[config.mk]
export PLATFORM = sky130hd
export DESIGN_NAME = om_range_ctrl
export DESIGN_NICKNAME = d
export VERILOG_FILES = /design/src/rtl/om_range_ctrl.sv
export SDC_FILE = /design/constraint.sdc
export NUM_CORES = 1
export LEC_CHECK = 0
export ABC_AREA = 1
export CORE_MARGIN = 2
export CORE_UTILIZATION = 51
export DETAILED_ROUTE_END_ITERATION = 8
export PLACE_DENSITY_LB_ADDON = 0.12
export SYNTH_ARGS = -nofsm -noshare
export SYNTH_HDL_FRONTEND = slang
export SYNTH_SLANG_ARGS = --single-unit
export TNS_END_PERCENT = 10
[constraint.sdc]
create_clock -name clk_i -period 5.9 [get_ports clk_i]
set_input_delay 1.18 -clock clk_i [delete_from_list [all_inputs] [get_ports clk_i]]
set_output_delay 1.18 -clock clk_i [all_outputs]
set_load 0.01 [all_outputs]
[src/rtl/om_range_ctrl.sv]
// Arbitrating controller for the object-range circular buffer: sequences
// allocation writes and address lookups onto the buffer's single ports.
module om_range_ctrl #(
   parameter int          DEPTH       = 64,
   parameter int          MAX_WAIT    = 8,
   parameter logic [31:0] GUARD_BASE  = 32'h8000_0000,
   parameter logic [31:0] GUARD_LIMIT = 32'h8FFF_FFFF,
   localparam int         FILL_W      = $clog2(DEPTH + 1),
   localparam int         WAIT_W      = $clog2(MAX_WAIT + 1)
) (
   input  logic              clk_i,
   input  logic              rst_i,
   input  logic              alloc_valid_i,
   output logic              alloc_ready_o,
   input  logic [31:0]       alloc_base_i,
   input  logic [31:0]       alloc_size_i,
   output logic              alloc_done_o,
   output logic              alloc_err_o,
   input  logic              chk_valid_i,
   output logic              chk_ready_o,
   input  logic [31:0]       chk_addr_i,
   output logic              chk_rvalid_o,
   input  logic              chk_rready_i,
   output logic              chk_in_range_o,
   output logic              chk_is_first_o,
   output logic              chk_violation_o,
   output logic              buf_en_write_o,
   output logic [31:0]       buf_addr_first_o,
   output logic [31:0]       buf_addr_last_o,
   output logic              buf_find_o,
   output logic [31:0]       buf_find_addr_o,
   input  logic              buf_in_range_i,
   input  logic              buf_is_first_i,
   output logic [FILL_W-1:0] fill_o,
   output logic              wrapped_o
);

   typedef enum logic [1:0] {
      IDLE   = 2'd0,
      WRITE  = 2'd1,
      LOOKUP = 2'd2,
      RESP   = 2'd3
   } state_t;

   state_t              state_reg, state_next;
   logic [WAIT_W-1:0]   wait_cnt_reg;
   logic [31:0]         first_reg, last_reg, find_addr_reg;
   logic                resp_in_range_reg, resp_is_first_reg, resp_violation_reg;
   logic                alloc_err_reg, wrapped_reg;
   logic [FILL_W-1:0]   fill_reg;

   logic                alloc_grant, chk_grant, alloc_bad, in_guard;
   logic [32:0]         alloc_sum;

   // 33-bit sum so that a range crossing the top of the address space is caught
   assign alloc_sum = {1'b0, alloc_base_i} + {1'b0, alloc_size_i} - 33'd1;
   assign alloc_bad = (alloc_size_i == 32'd0) || alloc_sum[32];
   assign in_guard  = (find_addr_reg >= GUARD_BASE) && (find_addr_reg <= GUARD_LIMIT);

   always_comb begin
      state_next  = state_reg;
      alloc_grant = 1'b0;
      chk_grant   = 1'b0;
      case (state_reg)
         IDLE: begin
            if (alloc_valid_i && (!chk_valid_i || wait_cnt_reg == WAIT_W'(MAX_WAIT))) begin
               alloc_grant = 1'b1;
               if (!alloc_bad) state_next = WRITE;
            end else if (chk_valid_i) begin
               chk_grant  = 1'b1;
               state_next = LOOKUP;
            end
         end
         WRITE:   state_next = IDLE;
         LOOKUP:  state_next = RESP;
         RESP:    if (chk_rready_i) state_next = IDLE;
         default: state_next = IDLE;
      endcase
   end

   always_ff @(posedge clk_i) begin
      if (rst_i) begin
         state_reg          <= IDLE;
         wait_cnt_reg       <= '0;
         first_reg          <= '0;
         last_reg           <= '0;
         find_addr_reg      <= '0;
         resp_in_range_reg  <= 1'b0;
         resp_is_first_reg  <= 1'b0;
         resp_violation_reg <= 1'b0;
         alloc_err_reg      <= 1'b0;
         fill_reg           <= '0;
         wrapped_reg        <= 1'b0;
      end else begin
         state_reg     <= state_next;
         alloc_err_reg <= alloc_grant && alloc_bad;

         // Starvation guard: every losing cycle counts, not only IDLE cycles
         if (alloc_grant || !alloc_valid_i)
            wait_cnt_reg <= '0;
         else if (wait_cnt_reg != WAIT_W'(MAX_WAIT))
            wait_cnt_reg <= wait_cnt_reg + WAIT_W'(1);

         if (alloc_grant && !alloc_bad) begin
            first_reg <= alloc_base_i;
            last_reg  <= alloc_sum[31:0];
         end

         if (chk_grant)
            find_addr_reg <= chk_addr_i;

         if (state_reg == LOOKUP) begin
            resp_in_range_reg  <= buf_in_range_i;
            resp_is_first_reg  <= buf_is_first_i;
            resp_violation_reg <= in_guard && !buf_in_range_i;
         end

         if (state_reg == WRITE) begin
            if (fill_reg == FILL_W'(DEPTH))
               wrapped_reg <= 1'b1;
            else
               fill_reg <= fill_reg + FILL_W'(1);
         end
      end
   end

   assign alloc_ready_o    = alloc_grant;
   assign chk_ready_o      = chk_grant;
   assign alloc_done_o     = (state_reg == WRITE);
   assign alloc_err_o      = alloc_err_reg;
   assign buf_en_write_o   = (state_reg == WRITE);
   assign buf_addr_first_o = first_reg;
   assign buf_addr_last_o  = last_reg;
   assign buf_find_o       = (state_reg == LOOKUP);
   assign buf_find_addr_o  = find_addr_reg;
   assign chk_rvalid_o     = (state_reg == RESP);
   assign chk_in_range_o   = (state_reg == RESP) && resp_in_range_reg;
   assign chk_is_first_o   = (state_reg == RESP) && resp_is_first_reg;
   assign chk_violation_o  = (state_reg == RESP) && resp_violation_reg;
   assign fill_o           = fill_reg;
   assign wrapped_o        = wrapped_reg;

endmodule
==> impl_metrics.toml, run 1 <==
# physical design summary
[status]
outcome = "finished, final reports clean"

[pwr]
p_int_mw = 2.059
pwr_density_cell_nw_per_um2 = 299.9
max-vdd-ir-drop_mv = 0.2188
powerClk_mw = 1.18
seqPwrFrac_pct = 30.5
power_frac_comb_pct = 29.8
p_seq_uw = 906
power.static_leakage_nw = 4.569
power_frac_clock_pct = 39.7
power_leader = "clock"
finalPower_mw = 2.972
swShare_pct = 30.71

[clock_network]
cts_root_buffer = "clkbuf_16"
postCtsSetupRepairBufs = 0
clk_path_buf_depth = 2
ctsHoldBuffers = 0
cts_tree = "done"
cts_resized = 0
numCtsBuffers = 17
clk_pin_slew_ps = 60
worstSkewPairLatency_ps = 410

[critical_path]
path_max_fanout = 33
crit_chain = "clkdlybuf4s50_1 > inv_1 > o21a_1 > nor3_2 > buf_4 > clkdlybuf4s50_1"
cp-start-kind = "input pin"
crit_type = "in -> out"
cp_num_buf_inv = 4
critPathTopFamily = "buffers and inverters"
slowest_delay_ps = 600
r2r_slack_ps = 3140
worstPathRequired_ps = 4720
crit_path_frequent_cell = "clkdlybuf4s50_1"
cpMaxStageDelayCell = "clkdlybuf4s50_1"
crit_arrival_ps = 3000

[synth]
synth.distinct_cells = 38
ys_warn_count = 0
ys_sh_aoi_pct = 14.06
yosys.area.top_type = "dfxtp_1"
ys.flop_type = "dfxtp_1"
syn-num-nets = 1213
postSynthAreaPerCell_sq_um = 6.671
ys_ff = 114
ys_sh_adder_pct = 12.35
synth_top_area_share_pct = 32.83
ys_cells = 1042
ys_sh_xor_pct = 2.898
async_flop_share_pct = 0
edf_count = 0
top_cells_by_area = "dfxtp_1 33%, nor2_1 13%, ha_1 12%"
synth_seq_share_pct = 32.83
topCombFamilyByArea = "simple AND/OR/NAND/NOR gates"
mappedNetlistArea_sq_um = 6952
muxShareOfSynthArea_pct = 0
syn_inst = 1042
ys_sh_simple_pct = 25.34

[timing]
timing.setup.tns_ps = 0
post-route-min-period_ps = 4182
fin_ws_ps = 1718
whs_ps = 466.0
hold_violations = 0
rsz0062_at_grt = "false"
fin_skew_ps = 7.143
max_freq_ghz = 0.2391
finalCritPeriodShare_pct = 70.89
worst_pin_slew_ps = 981.9
setup_viol = 0

[detailed_routing]
routed_via_density = 4.950
top_layer = "met4"
dr.pass1.iters = 5
drc = 0
wl_per_cell_microns = 13.37
wl_met1_microns = 8396
dr_wl_met3_microns = 1198
drtAntennaViolNets = 0
wl_met2_microns = 9218

[floorplanning]
initial_core_util_pct = 52.29
die_w_microns = 120.8
pin_count = 217
die-height_microns = 120.8
core_sq_um = 13300
num_rows = 42

[global_route]
grt_util_all_layers_pct = 27.14
top_usage_layer = "met2"
grt_max_degree = 62
grt_pass1_vias = 6876
antenna_found_initial = 0
grt_use_met1_pct = 32.39
grt_pass1_wl_microns = 31810

[finish]
area_growth_syn_to_layout_pct = 42.57
comb_area_sq_um = 3804
drive_above_1_share_pct = 4.279
nets = 1420

[flow_run]
warning_count = 28

[placed_design]
post-place-cells = 1406
placed_area_sq_um = 9233
dpl.hpwl_microns = 14420
place_ws_ps = 1403
port_buffers = 216
==> run 1: Yosys cell counts, types with 4 or more instances <==
master and count:
a21o_1 6, a21oi_1 54, buf_2 6, buf_6 4, clkbuf_1 21, dfxtp_1 114, ha_1 67, inv_1 183
inv_2 6, nand2_1 128, nand3_1 26, nand4_1 11, nor2_1 233, nor3_1 13, nor4_1 4, o21ai_0 86
o21ai_1 27, o21bai_1 4, xnor2_1 5, xor2_1 18
==> run 1: worst paths after layout <==
kind	startpoint	endpoint	cells past startpoint
worst max-delay path	chk_valid_i	chk_ready_o	6
worst min register to register	resp_is_first_reg	resp_is_first_reg	2
worst min-delay path	resp_is_first_reg	resp_is_first_reg	2
worst max register to register	wait_cnt_reg[1]	buf_addr_first_o[19]	11
==> run 1: layout by cell type (no fill, tap or decap), types with 3 or more instances in the layout <==
master and n:
inv_6 3, o21ai_0 86, dfxtp_1 114, nor3_1 12, o21bai_1 4, clkinv_4 3
a21oi_1 54, xnor2_1 5, bufinv_16 6, nand4_1 11, a21o_1 6, clkdlybuf4s50_1 216
nand3_1 26, o21ai_1 27, nand2_1 128, inv_1 182, xor2_1 18, clkbuf_16 17
inv_2 7, ha_1 67, nor4_1 4, nor2_1 233
==> run 1: layout make-up <==
| class | instances | share of cell area (%) |
|---|---|---|
| inverters | 189 | 7.158 |
| repair buffers | 220 | 22.37 |
| well taps | 176 | 2.222 |
| flip-flops and latches | 114 | 23.03 |
| clock inverters | 15 | 2.550 |
| multi-input cells | 707 | 38.38 |
| clock buffers | 17 | 4.292 |
==> run 1: cells by family after synthesis <==
| family | after synthesis |
|---|---|
| compound gates | 186 |
| buf+inv | 221 |
| flops | 114 |
| simple gates | 430 |
| fa+ha+maj | 68 |
| xor+xnor | 23 |
Figure 1. The metal 1 layer (run 1).
Bar = 20 microns. Supply wires on this layer in grey.
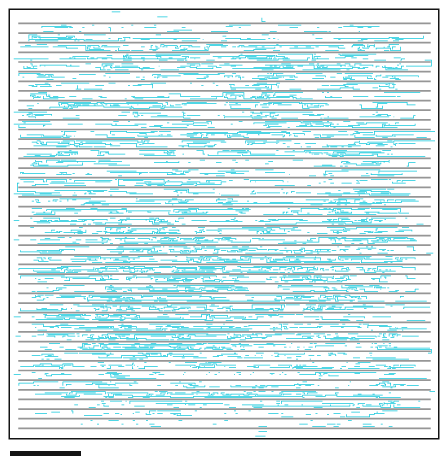
share of all routed wire: 44%
main direction: horizontal
nets with wire on the layer: 1,298
longest straight run: 60.9 microns
wire length on this layer: 8,400 microns

Figure 2. Signal wires on met2 (run 1).
Cells faint in the background.
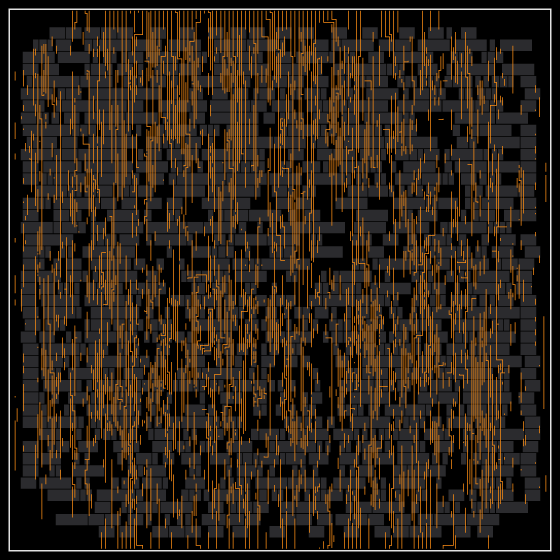
longest straight run: 42.1 microns
main direction: vertical
nets with wire on the layer: 1,146
wire length on this layer: 9,220 microns
final WL: 19,230 microns
GR Util met2: 46.72%
vias: 7,118

Figure 3. Signal wires on met3 (run 1).
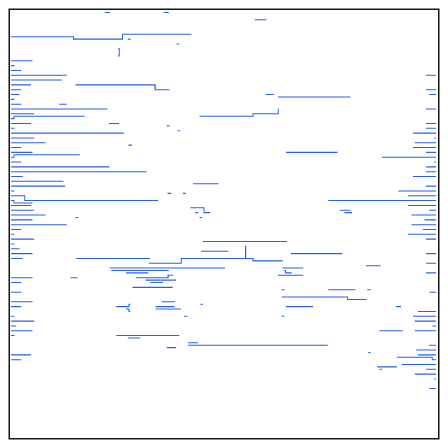
longest straight run: 39.1 microns
main direction: horizontal
nets with wire on the layer: 142
share of all routed wire: 6.2%
wire length on this layer: 1,200 microns
met3 usage: 7.453%

Figure 4. Metal 4 (run 1).
Supply wires on this layer in grey.
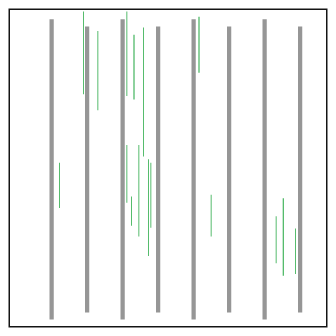

--- run 2 (diff from run 1) ---
--- a/config.mk
+++ b/config.mk
@@ -7,7 +7,7 @@
 export LEC_CHECK = 0
 export ABC_AREA = 1
 export CORE_MARGIN = 2
-export CORE_UTILIZATION = 51
+export CORE_UTILIZATION = 43
 export DETAILED_ROUTE_END_ITERATION = 8
 export PLACE_DENSITY_LB_ADDON = 0.12
 export SYNTH_ARGS = -nofsm -noshare
==> constraint.sdc (replaced) <==
create_clock -name clk_i -period 3.5 [get_ports clk_i]
set_input_delay 0.7 -clock clk_i [delete_from_list [all_inputs] [get_ports clk_i]]
set_output_delay 0.7 -clock clk_i [all_outputs]
set_load 0.01 [all_outputs]
Figure 5. Metal 4 (run 2).
Supply wires on this layer in grey.
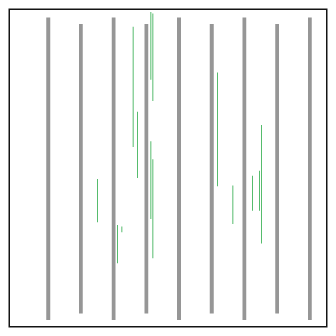
share of all routed wire: 2.0%
nets with wire on the layer: 11
longest straight run: 49.6 microns
final WL: 19,970 microns
vias: 7,208

==> impl_metrics.toml, run 2 <==
# physical design summary
[status]
outcome = "finished, final reports clean"

[detailed_routing]
wl_per_cell_microns = 13.13
drtAntennaViolNets = 0
drc = 0
routed_via_density = 4.739
dr.pass1.iters = 5

[synth]
synth.distinct_cells = 38
ys.flop_type = "dfxtp_1"
ys_cells = 1042
yosys.area.top_type = "dfxtp_1"
ys_top_cells_by_count = "233 x nor2_1, 183 x inv_1, 128 x nand2_1"
ys_warn_count = 0
ys_ff = 114
synth_seq_share_pct = 32.83
topCombFamilyByArea = "simple AND/OR/NAND/NOR gates"
top_cells_by_area = "dfxtp_1 33%, nor2_1 13%, ha_1 12%"
async_flop_share_pct = 0
mappedNetlistArea_sq_um = 6952
muxShareOfSynthArea_pct = 0
ys_sh_simple_pct = 25.34
syn-num-nets = 1213
yosysMostFrequentCell = "nor2_1"
ys_sh_aoi_pct = 14.06

[pwr]
swShare_pct = 33.04
seqPwrFrac_pct = 31.2
power.static_leakage_nw = 4.755
power_frac_clock_pct = 36.2
p_int_mw = 3.284
max-vdd-ir-drop_mv = 0.3621
pwr_density_cell_nw_per_um2 = 478.3
power_frac_comb_pct = 32.6

[placed_design]
post-place-cells = 1489
port_buffers = 216
dpl.hpwl_microns = 15450

[worst_hold_path]
min_from = "resp_is_first_reg"
worst_hold_path.num_cells = 2

[floorplanning]
pin_count = 217
initial_core_util_pct = 43.92
num_rows = 46
die-height_microns = 131.2
die_w_microns = 131.2

[critical_path]
rr_startpoint = "wait_cnt_reg[0]"
crit_arrival_ps = 3460
crit_type = "in -> reg"
r2r_cells = 11
cp-startpoint = "alloc_base_i[4]"
path_max_fanout = 16
worstPathRequired_ps = 3860

[clock_network]
cts_resized = 0
postCtsSetupRepairBufs = 0
cts_root_buffer = "clkbuf_16"
clk_path_buf_depth = 2
numCtsBuffers = 17
worstSkewPairLatency_ps = 430
ctsHoldBuffers = 0
clk_pin_slew_ps = 60

[timing]
rsz0062_at_grt = "false"
whs_ps = 466.9
fin_skew_ps = 10.21
worst_pin_slew_ps = 523.2
slew_headroom_pct = 64.75
max_freq_ghz = 0.3226
finalCritPeriodShare_pct = 88.58
post-route-min-period_ps = 3100
timing.setup.tns_ps = 0

[finish]
drive_above_1_share_pct = 7.433
nets = 1463
layout.cells.most_common = "nor2_1"
comb_area_sq_um = 3804
fill_cells = 1485
area_growth_syn_to_layout_pct = 47.50
lay_top_cells = "233 x nor2_1, 216 x clkdlybuf4s50_1, 182 x inv_1"

[global_route]
grt_pass1_wl_microns = 33140
antenna_found_initial = 0
grt_max_degree = 64

[flow_run]
warning_count = 28
Figure 6. The metal 1 layer (run 2).
Bar = 50 microns. Supply wires on this layer in grey.
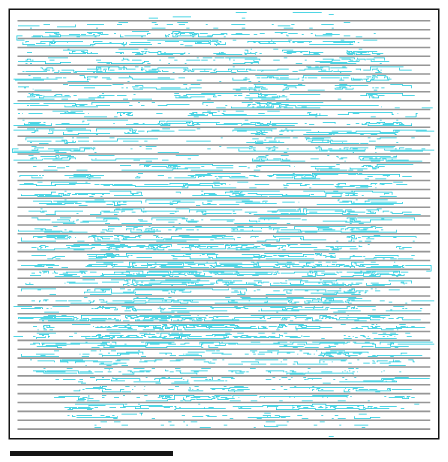
main direction: horizontal
longest straight run: 41.4 microns
share of all routed wire: 45%
GR Util met1: 29.05%

## run 2: cell counts after synthesis
No cell type changed its count.
## run 2: stage by stage
step                cell area [sq um]  setup slack [ps]  power (mW)
floorplan                        6952             711.2       2.408
global placement                 9656             52.60       3.138
detailed placement               9656             6.606       3.148
CTS                             10250             435.8       4.939
global route                    10250             159.5       5.193
finish                          10250             399.7       4.905
## run 2: power groups by stage
stage / clock network [mW] / registers (mW) / logic [mW]
global placement: 0 / 1.55 / 1.59
detailed placement: 0 / 1.55 / 1.59
CTS: 1.80 / 1.53 / 1.61
floorplan: 0 / 1.61 / 0.801
global route: 1.86 / 1.55 / 1.78
finish: 1.78 / 1.53 / 1.60
## run 2: final cells by class
type	count	area share [%]
Timing Repair Buffer	263	25.26
Sequential cell	114	22.26
Clock buffer	17	4.149
Inverter	189	6.919
Tap cell	216	2.636
Clock inverter	15	1.684
Multi-Input combinational cell	707	37.10
## run 2: worst paths after layout
check                                            to  slack (ps)
worst min-delay path              resp_is_first_reg         470
worst max-delay path             buf_addr_last_o[7]         400
worst min register to register    resp_is_first_reg         470
worst max register to register  buf_find_addr_o[24]        1230
## run 2: metal layers
metal  vias up  part of all wire [%]  track usage, %
li1       3788                     -               -
met1      3194                    45           29.05
met2       196                    47           39.80
met3        30                   6.0           5.478
met4         0                   2.0           8.213
met5         -                     0               0
## run 2: worst max-delay path, cell delays in order
cell	delay (ps)
clkdlybuf4s50_1	480
inv_1	50
ha_1	270
inv_1	40
ha_1	340
nand2_1	100
nor2_1	160
nand3_1	120
nand2_1	130
nand2_1	60
nand2_1	100
nand2_1	100
nand3_2	100
nand3_2	120
nor2_4	140
buf_12	170
buf_12	150
nor2_1	50
nor2_1	90
Figure 7. Signal wires on met2 (run 2).
Cells faint in the background.
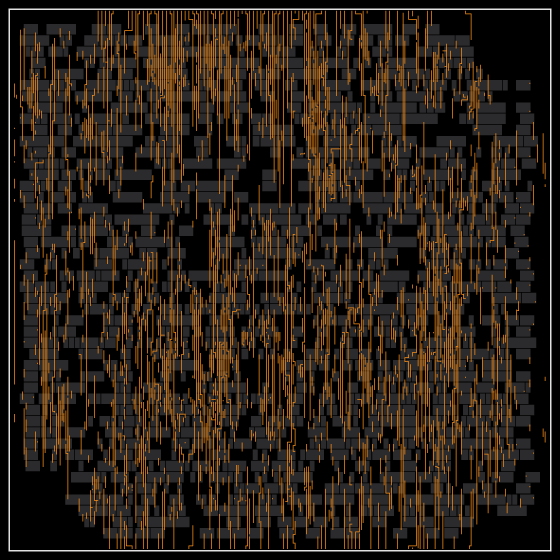

--- run 3 (diff from run 2) ---
==> constraint.sdc (replaced) <==
create_clock -name clk_i -period 2.7 [get_ports clk_i]
set_input_delay 0.54 -clock clk_i [delete_from_list [all_inputs] [get_ports clk_i]]
set_output_delay 0.54 -clock clk_i [all_outputs]
set_load 0.01 [all_outputs]
Figure 8. Signal wires on met2 (run 3).
Cells faint in the background.
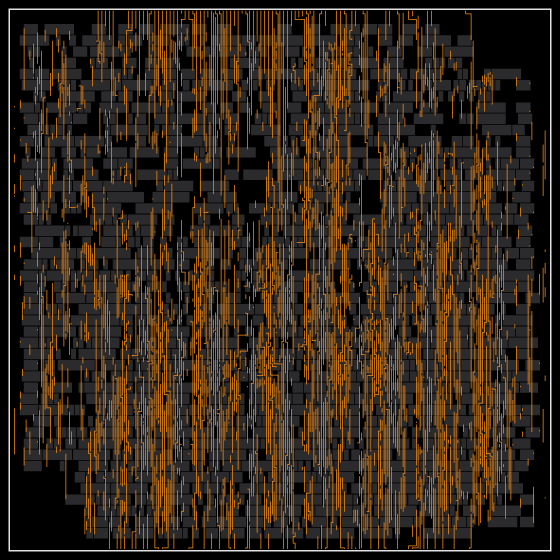
longest straight run: 48.4 microns
nets with wire on the layer: 1,336
vias: 8,046
GR Util met2: 45.64%

Figure 9. Routing congestion (run 3).
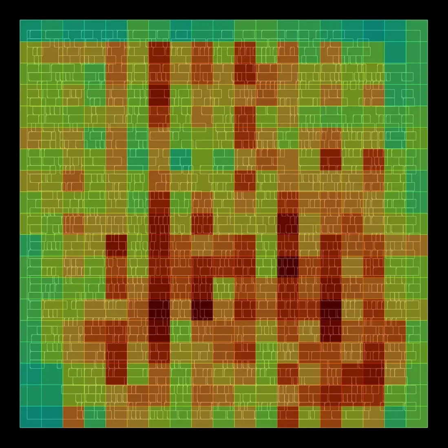
GR peak layer: met2
met3 usage: 6.481%
GR Util met1: 29.87%

==> impl_metrics.toml, run 3 <==
# physical design summary
[global_route]
grt_max_degree = 48
grt_pass1_vias = 7719
grt_pass1_wl_microns = 36460
antenna_found_initial = 1
grt_util_all_layers_pct = 25.71
grt_overflow = 0

[clock_network]
ctsHoldBuffers = 0
htree_levels = 4
clk_path_buf_depth = 2
numCtsBuffers = 17
cts_tree = "done"
clk_pin_slew_ps = 60
cts_root_buffer = "clkbuf_16"
worstSkewPairLatency_ps = 410
cts_sinks = 114

[placed_design]
port_buffers = 216
place_ws_ps = -777.5
gp_congestion = 0.9261
placed_area_sq_um = 10230
dpl.hpwl_microns = 15960
post-place-cells = 1575

[detailed_routing]
drt_iter0_drc = 426
dr.pass1.iters = 5
wirelength_microns = 24350
routed_via_density = 4.906
wl_per_cell_microns = 14.85
drc = 0
drtAntennaViolNets = 0

[synth]
syn-num-nets = 1213
ys.flop_type = "dfxtp_1"
ys_ff = 114
syn_inst = 1042
postSynthAreaPerCell_sq_um = 6.671
synth_seq_share_pct = 32.83
ys_warn_count = 0
yosys.area.top_type = "dfxtp_1"
ys_cells = 1042
edf_count = 0
async_flop_share_pct = 0
top_cells_by_area = "dfxtp_1 33%, nor2_1 13%, ha_1 12%"
synth_top_area_share_pct = 32.83
ys_top_cells_by_count = "233 x nor2_1, 183 x inv_1, 128 x nand2_1"
mappedNetlistArea_sq_um = 6952
yosysMostFrequentCell = "nor2_1"
synth.distinct_cells = 38
ys_chip_area_sq_um = 6952

[finish]
drive_above_1_share_pct = 30.15
area_growth_syn_to_layout_pct = 77.68
seq_area_sq_um = 2282
nets = 1581
fill_cells = 1103
final_cell_area_sq_um = 12350
comb_area_sq_um = 4913
layoutNonFillerInstCount = 1640
lay_top_cells = "217 x nor2_1, 154 x buf_4, 152 x clkdlybuf4s50_1"
finish.utilization_pct = 78.04
layout.cells.most_common = "nor2_1"

[critical_path]
reg2reg_to = "buf_find_addr_o[31]"
crit_type = "in -> reg"
path_max_fanout = 5
r2r_cells = 11
rr_startpoint = "wait_cnt_reg[0]"
crit_arrival_ps = 3070
crit_chain = "dlygate4sd2_1 > inv_1 > buf_4 > buf_4 > buf_4 > buf_4 > buf_4 > buf_4 > nand4_1 > nor4_1 > buf_4 > nand2_1 > buf_4 > nand3_4 > nor2_4 > buf_6 > buf_6 > clkbuf_16 > nor2_4 > nor2_1"
slowest_delay_ps = 350
cp-start-kind = "input pin"
cpMaxStageDelayCell = "nor4_1"
r2r_slack_ps = 540
endpoint_kind = "flop"
cp_num_buf_inv = 13
critPathTopFamily = "buffers and inverters"
worstPathRequired_ps = 3000
crit_path_frequent_cell = "buf_4"

[floorplanning]
die-height_microns = 131.2
die_area_sq_um = 17200
num_rows = 46
die_w_microns = 131.2
initial_core_util_pct = 43.92
pin_count = 217
core_sq_um = 15830

[pwr]
max-vdd-ir-drop_mv = 0.4875
finalPower_mw = 7.078
power.static_leakage_nw = 5.854
pwr_density_cell_nw_per_um2 = 573.0

[timing]
fin_ws_ps = -69.68
slew_headroom_pct = 69.92
final_max_slew_viol_count = 0
max_freq_ghz = 0.3611
finalCritPeriodShare_pct = 102.6
timing.setup.tns_ps = -581.0
post-route-min-period_ps = 2770
hold_violations = 0
fin_skew_ps = 8.046
worst_pin_slew_ps = 451.3
setup_viol = 13
whs_ps = 427.2

[flow_run]
warning_count = 29
drv_cap = 0

[status]
outcome = "finished, violations left"
violations = "setup timing"

[worst_hold_path]
min_from = "alloc_base_i[25]"
worst_hold_path.num_cells = 3
holdPathEnd = "buf_addr_first_o[25]"
hold_path_class = "in -> reg"
==> run 3: layer usage <==
| layer | share of wire [%] | vias up | wire length (microns) |
|---|---|---|---|
| met5 | 0 | - | 0 |
| met4 | 2.7 | 0 | 662 |
| met3 | 5.6 | 54 | 1369 |
| met2 | 50 | 266 | 12260 |
| met1 | 41 | 3700 | 10060 |
| li1 | - | 4026 | - |
==> run 3: how the worst max path moves through the flow <==
stage | start | end | cells after the start
2_1_floorplan | alloc_size_i[1] | buf_addr_last_o[23] | 14
3_3_place_gp | alloc_base_i[19] | buf_addr_last_o[26] | 19
3_5_place_dp | alloc_base_i[23] | buf_addr_last_o[26] | 17
4_1_cts | alloc_size_i[9] | buf_addr_last_o[28] | 21
5_1_grt | alloc_size_i[3] | buf_addr_first_o[18] | 20
6_report | alloc_size_i[3] | buf_addr_first_o[18] | 20
==> run 3: final cells by class <==
type / count / area share [%]
antenna: 1 / 0.02026
clock buffer: 20 / 3.778
clock inverter: 12 / 0.9724
inverter: 189 / 5.744
multi-input combinational: 707 / 39.78
sequential: 114 / 18.48
tap: 216 / 2.188
timing repair buffer: 381 / 29.04
==> run 3: cell families after synthesis <==
group | count (synthesis) | share of synthesized area (%)
AND-OR/OR-AND | 186 | 14.06
XOR/XNOR | 23 | 2.898
adder cells (fa/ha/maj) | 68 | 12.35
buffers and inverters | 221 | 12.53
flip-flops | 114 | 32.83
AND/OR/NAND/NOR | 430 | 25.34
==> run 3: what timing repair did <==
| item | CTS | global route |
|---|---|---|
| gates cloned | 1 | 1 |
| pin swaps | 55 | 63 |
| resized | 143 | 191 |
| buffers inserted | 15 | 15 |
| setup endpoints to repair | 69 | 68 |
==> run 3: power breakdown <==
group          switching (mW)  internal, mW
Combinational            1.40          1.44
Sequential              0.110          1.87
Clock                   0.891          1.36
Power figures rest on the tool's default switching activity, not on a simulated workload.
